Clock wires, drivers and flops:
Drawn at 2 px/um.
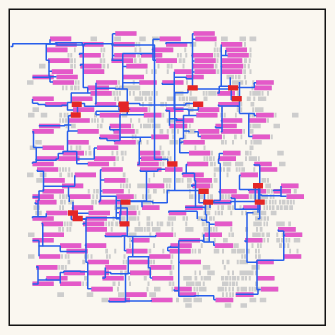
Gate-type map:
Drawn at 4 px/um.
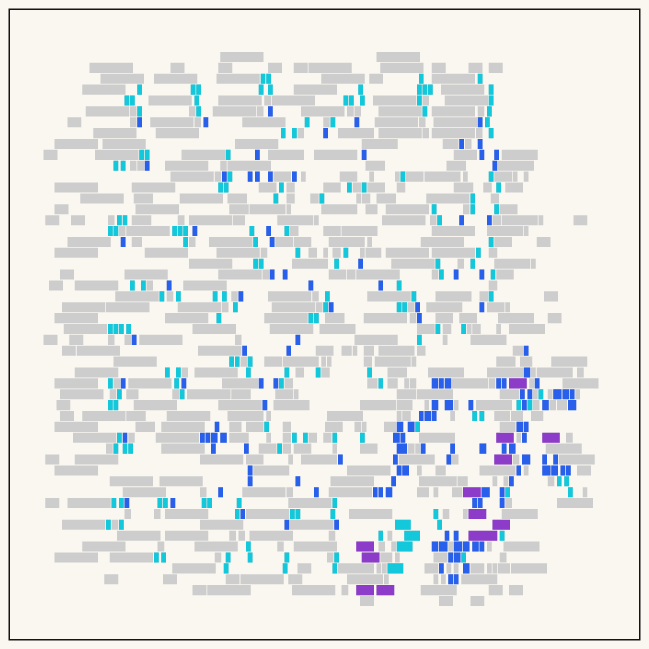
Routing congestion map:
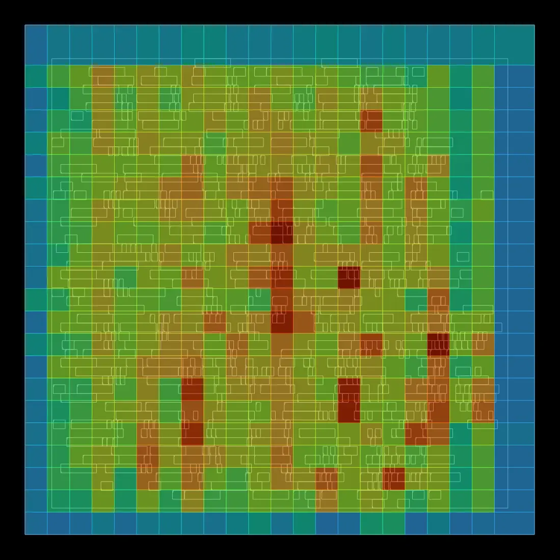
--- config.mk ---
export PLATFORM = sky130hd
export DESIGN_NAME = serial_tx_engine
export DESIGN_NICKNAME = d
export VERILOG_FILES = /design/src/rtl/st_pkg.sv /design/src/rtl/st_word_fifo.sv /design/src/rtl/serial_tx_engine.sv
export SDC_FILE = /design/constraint.sdc
export NUM_CORES = 1
export LEC_CHECK = 0
export ABC_AREA = 1
export CORE_MARGIN = 8
export CORE_UTILIZATION = 40
export CTS_BUF_LIST = sky130_fd_sc_hd__clkbuf_8
export DETAILED_ROUTE_END_ITERATION = 12
export GPL_ROUTABILITY_DRIVEN = 0
export GPL_TIMING_DRIVEN = 1
export PLACE_DENSITY_LB_ADDON = 0.1
export SYNTH_ARGS = -nofsm -noshare
export SYNTH_HDL_FRONTEND = slang
export SYNTH_SLANG_ARGS = --single-unit
--- constraint.sdc ---
create_clock -name Clk -period 4.6 [get_ports Clk]
set_clock_uncertainty 0.1 [all_clocks]
set_input_delay 0.92 -clock Clk [delete_from_list [all_inputs] [get_ports Clk]]
set_output_delay 0.92 -clock Clk [all_outputs]
set_load 0.01 [all_outputs]
--- src/rtl/st_pkg.sv ---
// Shared definitions for the serial transmit engine: FSM state encoding and a
// constant-foldable ceiling-log2 helper used for counter and pointer widths.
package st_pkg;

  typedef enum logic [1:0] {
    ST_IDLE  = 2'd0,
    ST_LOAD  = 2'd1,
    ST_SHIFT = 2'd2,
    ST_DONE  = 2'd3
  } st_state_t;

  function automatic int clog2(input int value);
    int result;
    int remaining;
    result    = 0;
    remaining = value - 1;
    while (remaining > 0) begin
      result++;
      remaining = remaining >> 1;
    end
    return result;
  endfunction

endpackage

--- src/rtl/st_word_fifo.sv ---
// Synchronous word FIFO with show-ahead read: pop_data always presents the
// oldest entry, so a pop consumes it on the same edge the reader captures it.
module st_word_fifo
  import st_pkg::*;
#(
  parameter int WIDTH = 32,
  parameter int DEPTH = 4
) (
  input  logic                     Clk,
  input  logic                     ResetN,
  input  logic                     push,
  input  logic [WIDTH-1:0]         push_data,
  input  logic                     pop,
  output logic [WIDTH-1:0]         pop_data,
  output logic                     empty,
  output logic [clog2(DEPTH):0]    count
);

  localparam int AW = clog2(DEPTH);
  localparam int CW = AW + 1;

  logic [WIDTH-1:0] mem_reg [DEPTH];
  logic [AW-1:0]    wr_ptr_reg;
  logic [AW-1:0]    rd_ptr_reg;
  logic [CW-1:0]    count_reg;
  logic [CW-1:0]    count_next;
  logic             full_w;
  logic             do_push;
  logic             do_pop;

  assign full_w  = (count_reg == CW'(DEPTH));
  assign empty   = (count_reg == '0);
  assign do_pop  = pop && !empty;
  // A full FIFO still accepts a write when the same cycle frees a slot.
  assign do_push = push && (!full_w || do_pop);

  always_comb begin
    count_next = count_reg;
    case ({do_push, do_pop})
      2'b10:   count_next = count_reg + 1'b1;
      2'b01:   count_next = count_reg - 1'b1;
      default: count_next = count_reg;
    endcase
  end

  always_ff @(posedge Clk or negedge ResetN) begin
    if (!ResetN) begin
      wr_ptr_reg <= '0;
      rd_ptr_reg <= '0;
      count_reg  <= '0;
    end else begin
      if (do_push) wr_ptr_reg <= wr_ptr_reg + 1'b1;
      if (do_pop)  rd_ptr_reg <= rd_ptr_reg + 1'b1;
      count_reg <= count_next;
    end
  end

  always_ff @(posedge Clk) begin
    if (do_push) mem_reg[wr_ptr_reg] <= push_data;
  end

  assign pop_data = mem_reg[rd_ptr_reg];
  assign count    = count_reg;

endmodule

--- src/rtl/serial_tx_engine.sv ---
// Single-clock serialiser: queues words in st_word_fifo and shifts each one out
// N bits per beat, every beat held for DIV clocks, MSB- or LSB-first per word.
module serial_tx_engine
  import st_pkg::*;
#(
  parameter int WIDTH = 32,
  parameter int N     = 1,
  parameter int DEPTH = 4,
  parameter int DIV   = 4
) (
  input  logic             Clk,
  input  logic             ResetN,
  input  logic [WIDTH-1:0] DataIn,
  input  logic             Sample,
  input  logic             StartTx,
  input  logic             MsbFirst,
  output logic             Full,
  output logic             Overflow,
  output logic             TxBusy,
  output logic             TxDone,
  output logic             DoutValid,
  output logic [N-1:0]     Dout
);

  localparam int BEATS = WIDTH / N;
  localparam int BW    = clog2(BEATS + 1);
  localparam int DW    = clog2(DIV + 1);
  localparam int CW    = clog2(DEPTH) + 1;

  generate
    if ((WIDTH % N) != 0) begin : g_bad_lane
      $error("serial_tx_engine: WIDTH must be a multiple of N");
    end
    if (DEPTH < 2 || (DEPTH & (DEPTH - 1)) != 0) begin : g_bad_depth
      $error("serial_tx_engine: DEPTH must be a power of two >= 2");
    end
    if (DIV < 1) begin : g_bad_div
      $error("serial_tx_engine: DIV must be >= 1");
    end
  endgenerate

  st_state_t        state_reg, state_next;
  logic [WIDTH-1:0] shift_reg, shift_next;
  logic             msb_reg, msb_next;
  logic [BW-1:0]    beat_reg, beat_next;
  logic [DW-1:0]    div_reg, div_next;
  logic [N-1:0]     dout_reg, dout_next;
  logic             overflow_reg, overflow_next;

  logic             fifo_pop;
  logic             fifo_empty;
  logic [CW-1:0]    fifo_count;
  logic [WIDTH-1:0] fifo_data;
  logic             full_w;
  logic [WIDTH-1:0] shifted_w;

  st_word_fifo #(
    .WIDTH (WIDTH),
    .DEPTH (DEPTH)
  ) u_fifo (
    .Clk       (Clk),
    .ResetN    (ResetN),
    .push      (Sample),
    .push_data (DataIn),
    .pop       (fifo_pop),
    .pop_data  (fifo_data),
    .empty     (fifo_empty),
    .count     (fifo_count)
  );

  function automatic logic [N-1:0] beat_of(input logic [WIDTH-1:0] word, input logic msb);
    return msb ? word[WIDTH-1 -: N] : word[N-1:0];
  endfunction

  assign full_w    = (fifo_count == CW'(DEPTH));
  assign fifo_pop  = (state_reg == ST_LOAD);
  assign shifted_w = msb_reg ? (shift_reg << N) : (shift_reg >> N);

  always_comb begin
    state_next    = state_reg;
    shift_next    = shift_reg;
    msb_next      = msb_reg;
    beat_next     = beat_reg;
    div_next      = div_reg;
    dout_next     = dout_reg;
    overflow_next = Sample && full_w && !fifo_pop;

    case (state_reg)
      ST_IDLE: begin
        if (StartTx && !fifo_empty) state_next = ST_LOAD;
      end
      ST_LOAD: begin
        shift_next = fifo_data;
        msb_next   = MsbFirst;
        beat_next  = '0;
        div_next   = '0;
        dout_next  = beat_of(fifo_data, MsbFirst);
        state_next = ST_SHIFT;
      end
      ST_SHIFT: begin
        if (div_reg == DW'(DIV - 1)) begin
          div_next   = '0;
          shift_next = shifted_w;
          beat_next  = beat_reg + 1'b1;
          // Final beat keeps Dout unchanged through the DONE cycle.
          if (beat_reg == BW'(BEATS - 1)) begin
            state_next = ST_DONE;
          end else begin
            dout_next = beat_of(shifted_w, msb_reg);
          end
        end else begin
          div_next = div_reg + 1'b1;
        end
      end
      ST_DONE: begin
        state_next = (StartTx && !fifo_empty) ? ST_LOAD : ST_IDLE;
      end
      default: state_next = ST_IDLE;
    endcase
  end

  always_ff @(posedge Clk or negedge ResetN) begin
    if (!ResetN) begin
      state_reg    <= ST_IDLE;
      shift_reg    <= '0;
      msb_reg      <= 1'b0;
      beat_reg     <= '0;
      div_reg      <= '0;
      dout_reg     <= '0;
      overflow_reg <= 1'b0;
    end else begin
      state_reg    <= state_next;
      shift_reg    <= shift_next;
      msb_reg      <= msb_next;
      beat_reg     <= beat_next;
      div_reg      <= div_next;
      dout_reg     <= dout_next;
      overflow_reg <= overflow_next;
    end
  end

  assign Full      = full_w;
  assign Overflow  = overflow_reg;
  assign TxBusy    = (state_reg != ST_IDLE);
  assign TxDone    = (state_reg == ST_DONE);
  assign DoutValid = (state_reg == ST_SHIFT);
  assign Dout      = dout_reg;

endmodule
==> impl_metrics.py <==
# Generated from Yosys and OpenROAD reports
metrics = {
    "yosys": {
        "netlist_area_um2": 7980,
        "most_common_cell": "nor2_1",
        "post_synth_num_cell_types": 28,
        "edf_count": 128,
        "ys_sh_simple": 0.150,
        "ys_top_logic_family": "simple AND/OR/NAND/NOR gates",
        "mux_share": 0,
    },
    "pwr": {
        "p_sw_mw": 2.63,
        "power.leakage_nw": 3.54,
        "p_comb_mw": 2.80,
        "maxPowerGroup": "combinational logic",
        "seqPwrFrac": 0.376,
    },
    "timing": {
        "fin_crit_ps": 3220,
        "slew_violations": 0,
        "hold_viol": 0,
        "timing.final.ws_setup_ps": 1380,
        "fin_crit_sh": 0.701,
        "holdWs_ps": 306,
        "fin_setup_tns_ps": 0,
    },
    "status": {
        "status": "finished clean",
    },
    "place": {
        "hpwl_um": 10100,
        "dpl_worst_slack_ps": 1300,
        "numPortBuffers": 42,
        "dp_cells": 1015,
    },
    "flow_run": {
        "tool_warnings": 33,
    },
    "die": {
        "fp_util": 0.409,
        "std_cell_rows": 51,
    },
    "layout": {
        "drive_above_1_share": 0.0948,
        "layout_top_cells": "nor2_1, edfxtp_1, nand2_1, inv_1, dfrtp_1",
        "seqCellArea_um2": 5170,
        "numSequentialCells": 181,
        "comb_cells": 460,
        "design_area_um2": 8980,
        "n_antenna_cell": 0,
        "largest_class": "registers",
    },
    "global_routing": {
        "antenna_found_initial": 0,
        "met2_usage": 0.242,
        "busiest_layer": "met2",
        "track_usage": 0.148,
    },
    "clock_network": {
        "cts_root_buffer": "clkbuf_8",
    },
    "routing": {
        "wl_met3_um": 518,
        "vias": 5218,
        "postRouteAntennaNets": 0,
        "drtIter0Drc": 349,
        "detail_route.first_pass.iterations": 5,
    },
    "critical_path": {
        "cp-start-kind": "flip-flop",
        "worstReg2RegStart": "state_reg[0]$_DFFE_PN0P_",
        "crit_fanout": 14,
    },
}
About 'clock wires, drivers and flops':
Key: clock drivers = red [count 17]; clock wires = blue [length 2,080 um]; flip-flops = magenta [count 181]
There are 18 routed clock nets.
clk latency late pin: 450 ps
clock network power: 1.14 mW
Clock Power Share: 0.180

About 'gate-type map':
Key: NOR gates = cyan [cells 169]; NAND gates = blue [cells 137]; adder and majority cells = purple [cells 12, where south-east]
multi-input logic portion of the cell area: 0.265
Commonest Layout Cell: nor2_1
Non-Filler Instances: 1,046

About 'routing congestion map':
post-layout util: 0.460
mean routed wirelength per cell: 16.4 um

Power figures rest on the tool's default switching activity, not on a simulated workload.
